===== src/rtl/sumsq_frame_accum_if.sv =====
// Bundle between the squarer-side producer and the sum-of-squares frame accumulator.
// The master drives squarer data/qualifiers; the slave returns frame results and status.
interface sumsq_frame_accum_if #(
    parameter int unsigned ACC_W = 48
);
    logic             in_valid;
    logic [31:0]      square;
    logic             clear;
    logic [ACC_W-1:0] sum;
    logic             sum_valid;
    logic [15:0]      sample_cnt;
    logic             overflow;

    modport master (
        output in_valid,
        output square,
        output clear,
        input  sum,
        input  sum_valid,
        input  sample_cnt,
        input  overflow
    );

    modport slave (
        input  in_valid,
        input  square,
        input  clear,
        output sum,
        output sum_valid,
        output sample_cnt,
        output overflow
    );
endinterface


===== src/rtl/sumsq_frame_accum.sv =====
// Frame accumulator behind a fixed-latency squarer: tracks square validity with a delay line,
// sums FRAME_LEN valid squares with saturation, and publishes each frame sum with a one-cycle pulse.
module sumsq_frame_accum #(
    parameter int unsigned LATENCY   = 4,
    parameter int unsigned FRAME_LEN = 16,
    parameter int unsigned ACC_W     = 48
) (
    input  logic                clk_i,
    input  logic                rst_i,
    sumsq_frame_accum_if.slave  acc_if
);

    typedef enum logic [0:0] {
        ST_IDLE  = 1'b0,
        ST_ACCUM = 1'b1
    } state_e;

    localparam int unsigned      PAD_W    = ACC_W - 31;
    localparam logic [15:0]      LAST_CNT = 16'(FRAME_LEN - 1);
    localparam logic [ACC_W-1:0] ACC_MAX  = {ACC_W{1'b1}};
    localparam logic [ACC_W-1:0] ACC_ZERO = {ACC_W{1'b0}};

    state_e             state_q;
    state_e             state_d;
    logic [LATENCY-1:0] dl_q;
    logic [LATENCY-1:0] dl_d;
    logic [ACC_W-1:0]   acc_q;
    logic [ACC_W-1:0]   acc_d;
    logic [ACC_W-1:0]   sum_q;
    logic [ACC_W-1:0]   sum_d;
    logic [15:0]        cnt_q;
    logic [15:0]        cnt_d;
    logic               sum_valid_q;
    logic               sum_valid_d;
    logic               ovf_q;
    logic               ovf_d;

    logic               sq_valid_s;
    logic               last_s;
    logic               sat_s;
    logic [ACC_W-1:0]   acc_op_s;
    logic [ACC_W:0]     add_ext_s;
    logic [ACC_W-1:0]   add_s;

    // The extra carry bit of the adder is the saturation detector.
    assign sq_valid_s = dl_q[LATENCY-1];
    assign last_s     = (cnt_q == LAST_CNT);
    assign acc_op_s   = (state_q == ST_ACCUM) ? acc_q : ACC_ZERO;
    assign add_ext_s  = {1'b0, acc_op_s} + {{PAD_W{1'b0}}, acc_if.square};
    assign sat_s      = add_ext_s[ACC_W];
    assign add_s      = sat_s ? ACC_MAX : add_ext_s[ACC_W-1:0];

    // State register.
    always_ff @(posedge clk_i) begin
        if (rst_i) begin
            state_q <= ST_IDLE;
        end else begin
            state_q <= state_d;
        end
    end

    // Next-state: a valid square on the last count closes the frame; clear always returns to IDLE.
    always_comb begin
        state_d = state_q;
        if (acc_if.clear) begin
            state_d = ST_IDLE;
        end else if (sq_valid_s) begin
            case (state_q)
                ST_IDLE:  state_d = last_s ? ST_IDLE : ST_ACCUM;
                ST_ACCUM: state_d = last_s ? ST_IDLE : ST_ACCUM;
                default:  state_d = ST_IDLE;
            endcase
        end else begin
            state_d = state_q;
        end
    end

    // Datapath next values: delay line, accumulate, frame completion and sticky overflow.
    always_comb begin
        acc_d       = acc_q;
        cnt_d       = cnt_q;
        sum_d       = sum_q;
        sum_valid_d = 1'b0;
        ovf_d       = ovf_q;
        dl_d        = {LATENCY{1'b0}};
        dl_d[0]     = acc_if.in_valid;
        for (int i = 1; i < int'(LATENCY); i++) begin
            dl_d[i] = dl_q[i-1];
        end
        if (acc_if.clear) begin
            acc_d = ACC_ZERO;
            cnt_d = 16'd0;
            dl_d  = {LATENCY{1'b0}};
            ovf_d = 1'b0;
        end else if (sq_valid_s) begin
            ovf_d = ovf_q | sat_s;
            if (last_s) begin
                sum_d       = add_s;
                sum_valid_d = 1'b1;
                acc_d       = ACC_ZERO;
                cnt_d       = 16'd0;
            end else begin
                acc_d = add_s;
                cnt_d = cnt_q + 16'd1;
            end
        end else begin
            acc_d = acc_q;
            cnt_d = cnt_q;
        end
    end

    // Datapath registers; reset additionally zeroes the published sum.
    always_ff @(posedge clk_i) begin
        if (rst_i) begin
            dl_q        <= {LATENCY{1'b0}};
            acc_q       <= ACC_ZERO;
            cnt_q       <= 16'd0;
            sum_q       <= ACC_ZERO;
            sum_valid_q <= 1'b0;
            ovf_q       <= 1'b0;
        end else begin
            dl_q        <= dl_d;
            acc_q       <= acc_d;
            cnt_q       <= cnt_d;
            sum_q       <= sum_d;
            sum_valid_q <= sum_valid_d;
            ovf_q       <= ovf_d;
        end
    end

    assign acc_if.sum        = sum_q;
    assign acc_if.sum_valid  = sum_valid_q;
    assign acc_if.sample_cnt = cnt_q;
    assign acc_if.overflow   = ovf_q;

endmodule


===== src/flat_wrapper.sv =====
// flat-port wrapper written by rule: the top's interface ports become plain ports
module sumsq_frame_accum_flat 
#(
    parameter int unsigned LATENCY   = 4,
    parameter int unsigned FRAME_LEN = 16,
    parameter int unsigned ACC_W     = 48
)
  (clk_i, rst_i, acc_if_in_valid, acc_if_square, acc_if_clear, acc_if_sum, acc_if_sum_valid, acc_if_sample_cnt, acc_if_overflow);
  sumsq_frame_accum_if #(.ACC_W(ACC_W)) acc_if_i ();
  input  logic clk_i;
  input  logic rst_i;
  input wire logic [$bits(acc_if_i.in_valid)-1:0] acc_if_in_valid;
  input wire logic [$bits(acc_if_i.square)-1:0] acc_if_square;
  input wire logic [$bits(acc_if_i.clear)-1:0] acc_if_clear;
  output wire logic [$bits(acc_if_i.sum)-1:0] acc_if_sum;
  output wire logic [$bits(acc_if_i.sum_valid)-1:0] acc_if_sum_valid;
  output wire logic [$bits(acc_if_i.sample_cnt)-1:0] acc_if_sample_cnt;
  output wire logic [$bits(acc_if_i.overflow)-1:0] acc_if_overflow;
  assign acc_if_i.in_valid = acc_if_in_valid;
  assign acc_if_i.square = acc_if_square;
  assign acc_if_i.clear = acc_if_clear;
  assign acc_if_sum = acc_if_i.sum;
  assign acc_if_sum_valid = acc_if_i.sum_valid;
  assign acc_if_sample_cnt = acc_if_i.sample_cnt;
  assign acc_if_overflow = acc_if_i.overflow;
  sumsq_frame_accum #(.LATENCY(LATENCY), .FRAME_LEN(FRAME_LEN), .ACC_W(ACC_W)) u_core (.clk_i(clk_i), .rst_i(rst_i), .acc_if(acc_if_i));
endmodule

===== config.mk =====
export PLATFORM = sky130hd
export DESIGN_NAME = sumsq_frame_accum_flat
export DESIGN_NICKNAME = d
export VERILOG_FILES = /design/src/rtl/sumsq_frame_accum_if.sv /design/src/rtl/sumsq_frame_accum.sv /design/src/flat_wrapper.sv
export SDC_FILE = /design/constraint.sdc
export NUM_CORES = 1
export LEC_CHECK = 0
export CELL_PAD_IN_SITES_DETAIL_PLACEMENT = 0
export CELL_PAD_IN_SITES_GLOBAL_PLACEMENT = 1
export CORE_UTILIZATION = 43
export CTS_CLUSTER_SIZE = 10
export DETAILED_ROUTE_END_ITERATION = 12
export GPL_ROUTABILITY_DRIVEN = 1
export GPL_TIMING_DRIVEN = 0
export PLACE_DENSITY_LB_ADDON = 0.1
export SYNTH_ARGS = -nofsm -noshare
export SYNTH_HDL_FRONTEND = slang
export SYNTH_SLANG_ARGS = --single-unit

===== constraint.sdc =====
create_clock -name clk_i -period 9.8 [get_ports clk_i]
set_input_delay 1.47 -clock clk_i [delete_from_list [all_inputs] [get_ports clk_i]]
set_output_delay 1.47 -clock clk_i [all_outputs]
set_load 0.005 [all_outputs]

Run 1, routed metal per tile:
The die is cut into 26 by 26 equal tiles; dark blue is low, red is high, scaled to the fullest tile. Values are wire area over tile area, all layers added.
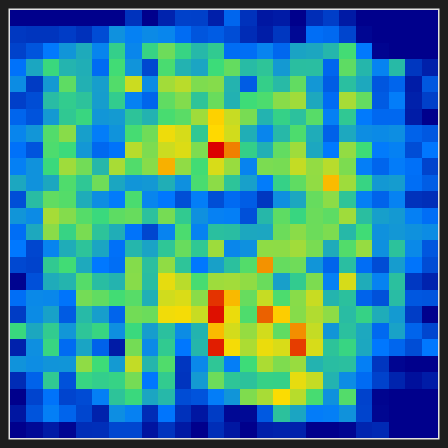
nearly empty tiles	7.5%
fullest tile	0.56
emptiest ninth of the die	top right
total via count after detailed routing: 6550
total routing resource utilization after global routing: 0.257
total wirelength of the detailed-routed design: 20400 um
wire length per cell: 16.9 um

Run 1, cell outlines without signal wires:
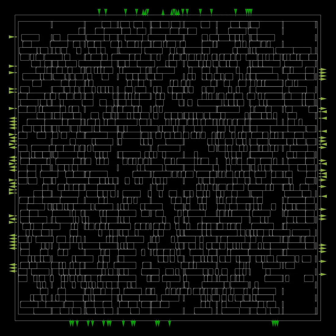
proportion of cell area occupied by registers: 0.275
count of sequential standard cells: 119
row cnt: 45
layout filler cell count: 1485
Layout Utilization: 0.566

Run 1, where the registers sit:
The bar under the picture is 50 um long. Other sequential cells in the stronger grey, the rest of the logic in the fainter grey.
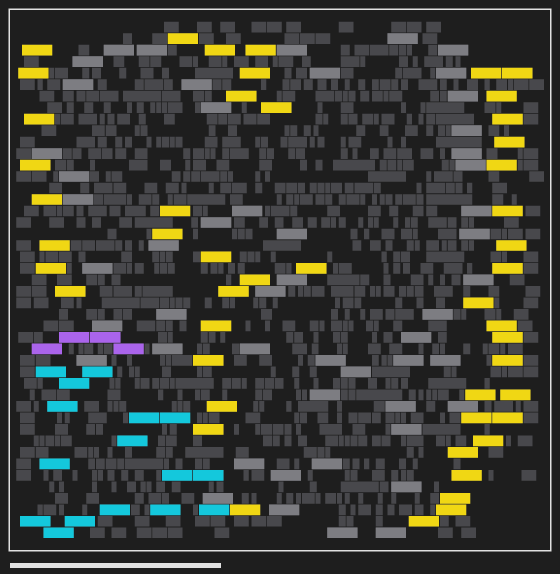
colour	signal	flops
yellow	u_core.acc_if.sum	48
cyan	u_core.acc_if.sample_cnt	16
purple	u_core.dl_q	4
Sequential Power: 0.485 mW
flip-flop and latch area: 2380 sq um

Run 1, drive-strength map:
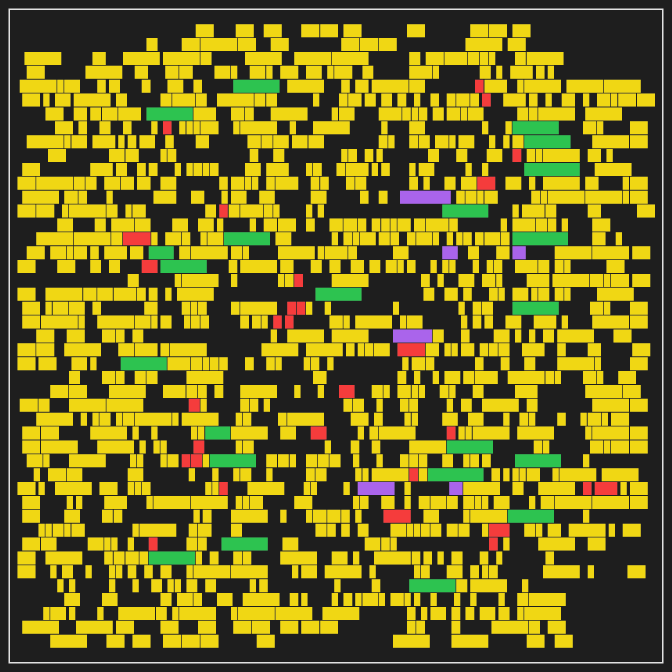
colour	size	cells	share	most used
purple	drive 3 to 4	6	0.60%	buf_4
green	drive 6 and up	22	2.2%	clkbuf_16
yellow	drive 1 or less	942	94%	nor2_1
red	drive 2	29	2.9%	buf_2

==> impl_report.txt, run 1 <==
==== FLOW RESULTS ====
----------------------------------------------------
[Final timing]
  Peak clock frequency supported by timing ........................ between 0.2 and 0.25 GHz
  Time the worst path needs with I/O delays and setup ........................ about 5000 ps
  Final cycle utilization of the critical path ........................ 0.505
  Unrepaired setup endpoints after global routing ........................ false
  Final Max-Slew Violation Tally ........................ 0

[Hold path]
  Number of stages on the worst hold path ........................ 1
  End of the worst hold path ........................ u_core.dl_q[2]

[Worst setup path]
  Critical Path Sink ........................ u_core.acc_q[17]
  FF-to-FF End ........................ u_core.acc_q[17]
  Max stage delay on crit path ........................ about 700 ps

[Cells and area]
  Final standard cell count with taps included and fillers excluded ........................ around 1200

[Logic synthesis]
  Synth warnings ........................ 0
  Area reported by Yosys stat ........................ 6810 sq um
  Gate count of the mapped netlist ........................ slightly below 900
  Largest logic family ........................ AND-OR/OR-AND gates
  Post-synth EDFFs ........................ 0
  Number of synthesized register bits ........................ approximately 120
  Adder-cell share of the synthesized area ........................ 0.0636

[Power]
  Overall power after layout ........................ around 1.2 mW

[Clock network]
  H-tree lvl count ........................ 4
  Max clock buf depth ........................ 2

[Die]
  Die X-Extent ........................ about 130 um
  Core Region ........................ about 15000 sq um
  Starting Density ........................ 0.444
  N_taps ........................ 211

[Flow run]
  Warning total across the stage logs ........................ 26

[GRT]
  First-pass GRT wire length ........................ ~32000 um
  Number of global-route vias before repair ........................ about 6100

[Status]
  Run status ........................ finished, final reports clean

----------------------------------------------------
==> run 1 -> run 2 <==
--- a/config.mk
+++ b/config.mk
@@ -7,7 +7,7 @@
 export LEC_CHECK = 0
 export CELL_PAD_IN_SITES_DETAIL_PLACEMENT = 0
 export CELL_PAD_IN_SITES_GLOBAL_PLACEMENT = 1
-export CORE_UTILIZATION = 43
+export CORE_UTILIZATION = 36
 export CTS_CLUSTER_SIZE = 10
 export DETAILED_ROUTE_END_ITERATION = 12
 export GPL_ROUTABILITY_DRIVEN = 1
==> constraint.sdc (replaced) <==
create_clock -name clk_i -period 4.1 [get_ports clk_i]
set_input_delay 0.615 -clock clk_i [delete_from_list [all_inputs] [get_ports clk_i]]
set_output_delay 0.615 -clock clk_i [all_outputs]
set_load 0.005 [all_outputs]
Run 2, routed metal per tile:
The die is cut into 28 by 28 equal tiles; dark blue is low, red is high, scaled to the fullest tile. Values are wire area over tile area, all layers added.
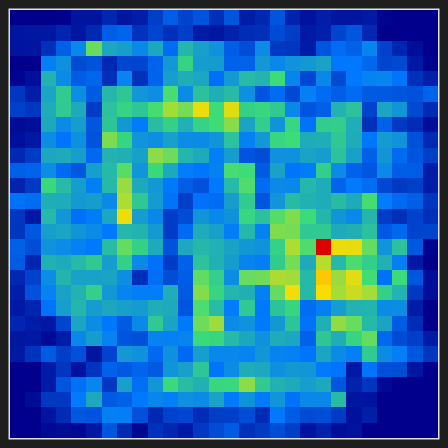
total via count after detailed routing: 6568
wire length per cell: 17.9 um

==> impl_report.txt, run 2 <==
==== FLOW RESULTS ====
----------------------------------------------------
[Logic synthesis]
  Gate count of the mapped netlist ........................ 868 (unchanged)
  Synth warnings ........................ 0 (unchanged)
  Area reported by Yosys stat ........................ 6810 sq um (unchanged)

[Cells and area]
  Layout Utilization ........................ 0.486 (-0.0798)
  Count of sequential standard cells ........................ 119 (unchanged)
  Proportion of cell area occupied by registers ........................ 0.268 (-0.00652)

[Status]
  Run status ........................ finished, final reports clean

[Final timing]
  Peak clock frequency supported by timing ........................ 0.259 GHz (+28%)
  Time the worst path needs with I/O delays and setup ........................ 3860 ps (-1090 ps)
  Final Max-Slew Violation Tally ........................ 0 (unchanged)

[Die]
  Row cnt ........................ 49 (+8.9%)
  Die X-Extent ........................ 140 um (+9.1%)
  N_taps ........................ 229 (+8.5%)
  Starting Density ........................ 0.373 (-0.0719)

[Clock network]
  H-tree lvl count ........................ 4 (unchanged)
  Max clock buf depth ........................ 2 (unchanged)

[Hold path]
  End of the worst hold path ........................ u_core.dl_q[3]

[Power]
  Overall power after layout ........................ 2.89 mW (+150%)
  Sequential Power ........................ 1.16 mW (+140%)

[Flow run]
  Warning total across the stage logs ........................ 26 (unchanged)

[Worst setup path]
  Max stage delay on crit path ........................ 480 ps (-210 ps)

[GRT]
  Total routing resource utilization after global routing ........................ 0.234 (-0.0232)

----------------------------------------------------
Run 2, where the registers sit:
The bar under the picture is 50 um long. Other sequential cells in the stronger grey, the rest of the logic in the fainter grey.
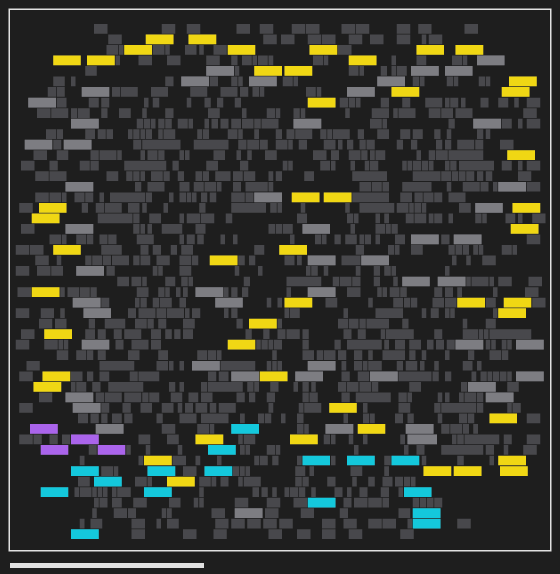
colour	signal	flops
yellow	u_core.acc_if.sum	48
cyan	u_core.acc_if.sample_cnt	16
purple	u_core.dl_q	4
not coloured	51

==> run 2 -> run 3 <==
--- a/config.mk
+++ b/config.mk
@@ -5,6 +5,7 @@
 export SDC_FILE = /design/constraint.sdc
 export NUM_CORES = 1
 export LEC_CHECK = 0
+export ABC_CLOCK_PERIOD_IN_PS = 4100
 export CELL_PAD_IN_SITES_DETAIL_PLACEMENT = 0
 export CELL_PAD_IN_SITES_GLOBAL_PLACEMENT = 1
 export CORE_UTILIZATION = 36
@@ -13,6 +14,7 @@
 export GPL_ROUTABILITY_DRIVEN = 1
 export GPL_TIMING_DRIVEN = 0
 export PLACE_DENSITY_LB_ADDON = 0.1
+export SLEW_MARGIN = 20
 export SYNTH_ARGS = -nofsm -noshare
 export SYNTH_HDL_FRONTEND = slang
 export SYNTH_SLANG_ARGS = --single-unit
Run 3, cell outlines without signal wires:
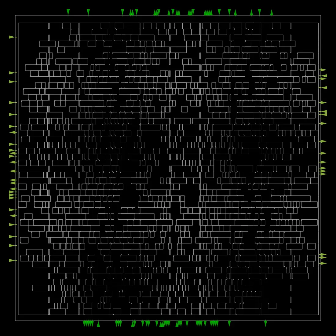
Layout Utilization: 0.486
layout filler cell count: 1870
final standard cell count with taps included and fillers excluded: 1235

==> impl_report.txt, run 3 <==
==== FLOW RESULTS ====
----------------------------------------------------
[Status]
  Run status ........................ finished, final reports clean

[Die]
  Row cnt ........................ 49 (unchanged)
  Starting Density ........................ 0.373 (unchanged)
  Die X-Extent ........................ 140 um (unchanged)

[GRT]
  Met2 routing resource usage after global routing ........................ 0.362

[Worst setup path]
  Register-to-register setup slack ........................ ~240 ps
  Max stage delay on crit path ........................ 480 ps (about the same)
  Worst setup path startpoint ........................ u_core.state_q
  Critical path buffers and inverters ........................ 5

[Route]
  Total via count after detailed routing ........................ 6568 (unchanged)
  Wire length per cell ........................ 17.9 um (unchanged)
  Top sig layer ........................ met4

[Placement]
  Placed instance area ........................ between 8000 and 9000 sq um

[Logic synthesis]
  Area reported by Yosys stat ........................ 6810 sq um (unchanged)
  Synth warnings ........................ 0 (unchanged)
  Most instantiated flip-flop cell in the synthesis netlist ........................ dfxtp_1
  Share of synthesized cell area in and-or and or-and compound cells ........................ 0.243

[Final timing]
  Peak clock frequency supported by timing ........................ 0.259 GHz (unchanged)
  Setup Viol. Count Final ........................ 0
  Max-slew headroom ........................ 0.368
  Final Max-Slew Violation Tally ........................ 0 (unchanged)
  Time the worst path needs with I/O delays and setup ........................ 3860 ps (unchanged)
  Unrepaired setup endpoints after global routing ........................ false

[Power]
  P_leak ........................ approximately 3.3 nW
  Overall power after layout ........................ 2.89 mW (unchanged)
  Sequential Power ........................ 1.16 mW (about the same)

[Clock network]
  H-tree lvl count ........................ 4 (unchanged)
  Max clock buf depth ........................ 2 (unchanged)

[Cells and area]
  Proportion of cell area occupied by registers ........................ 0.268 (unchanged)
  Count of sequential standard cells ........................ 119 (unchanged)

[Flow run]
  Warning total across the stage logs ........................ 26 (unchanged)

[Hold path]
  End of the worst hold path ........................ u_core.dl_q[3]

----------------------------------------------------
Run 3, drive-strength map:
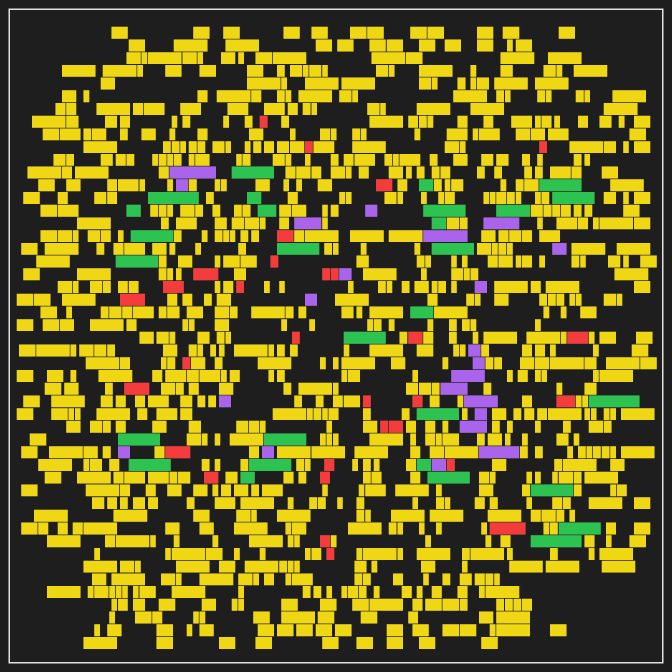
colour	size	cells	share	most used
green	drive 6 and up	29	2.9%	clkbuf_16
red	drive 2	30	3.0%	buf_2
purple	drive 3 to 4	22	2.2%	buf_4
yellow	drive 1 or less	925	92%	nor2_1


==> layout pictures side by side <==
Clock wires, drivers and flops.
The bar under the picture is 50 um long.
panel A
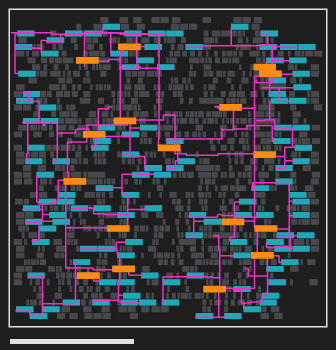
panel B
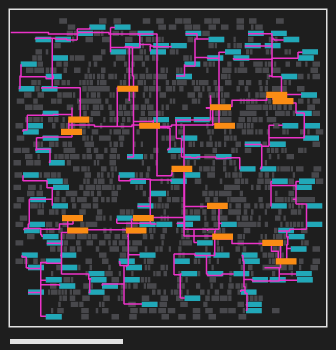
The one with the largest die is panel B.
- panel A = run 1
- panel B = run 3

Power figures rest on the tool's default switching activity, not on a simulated workload.
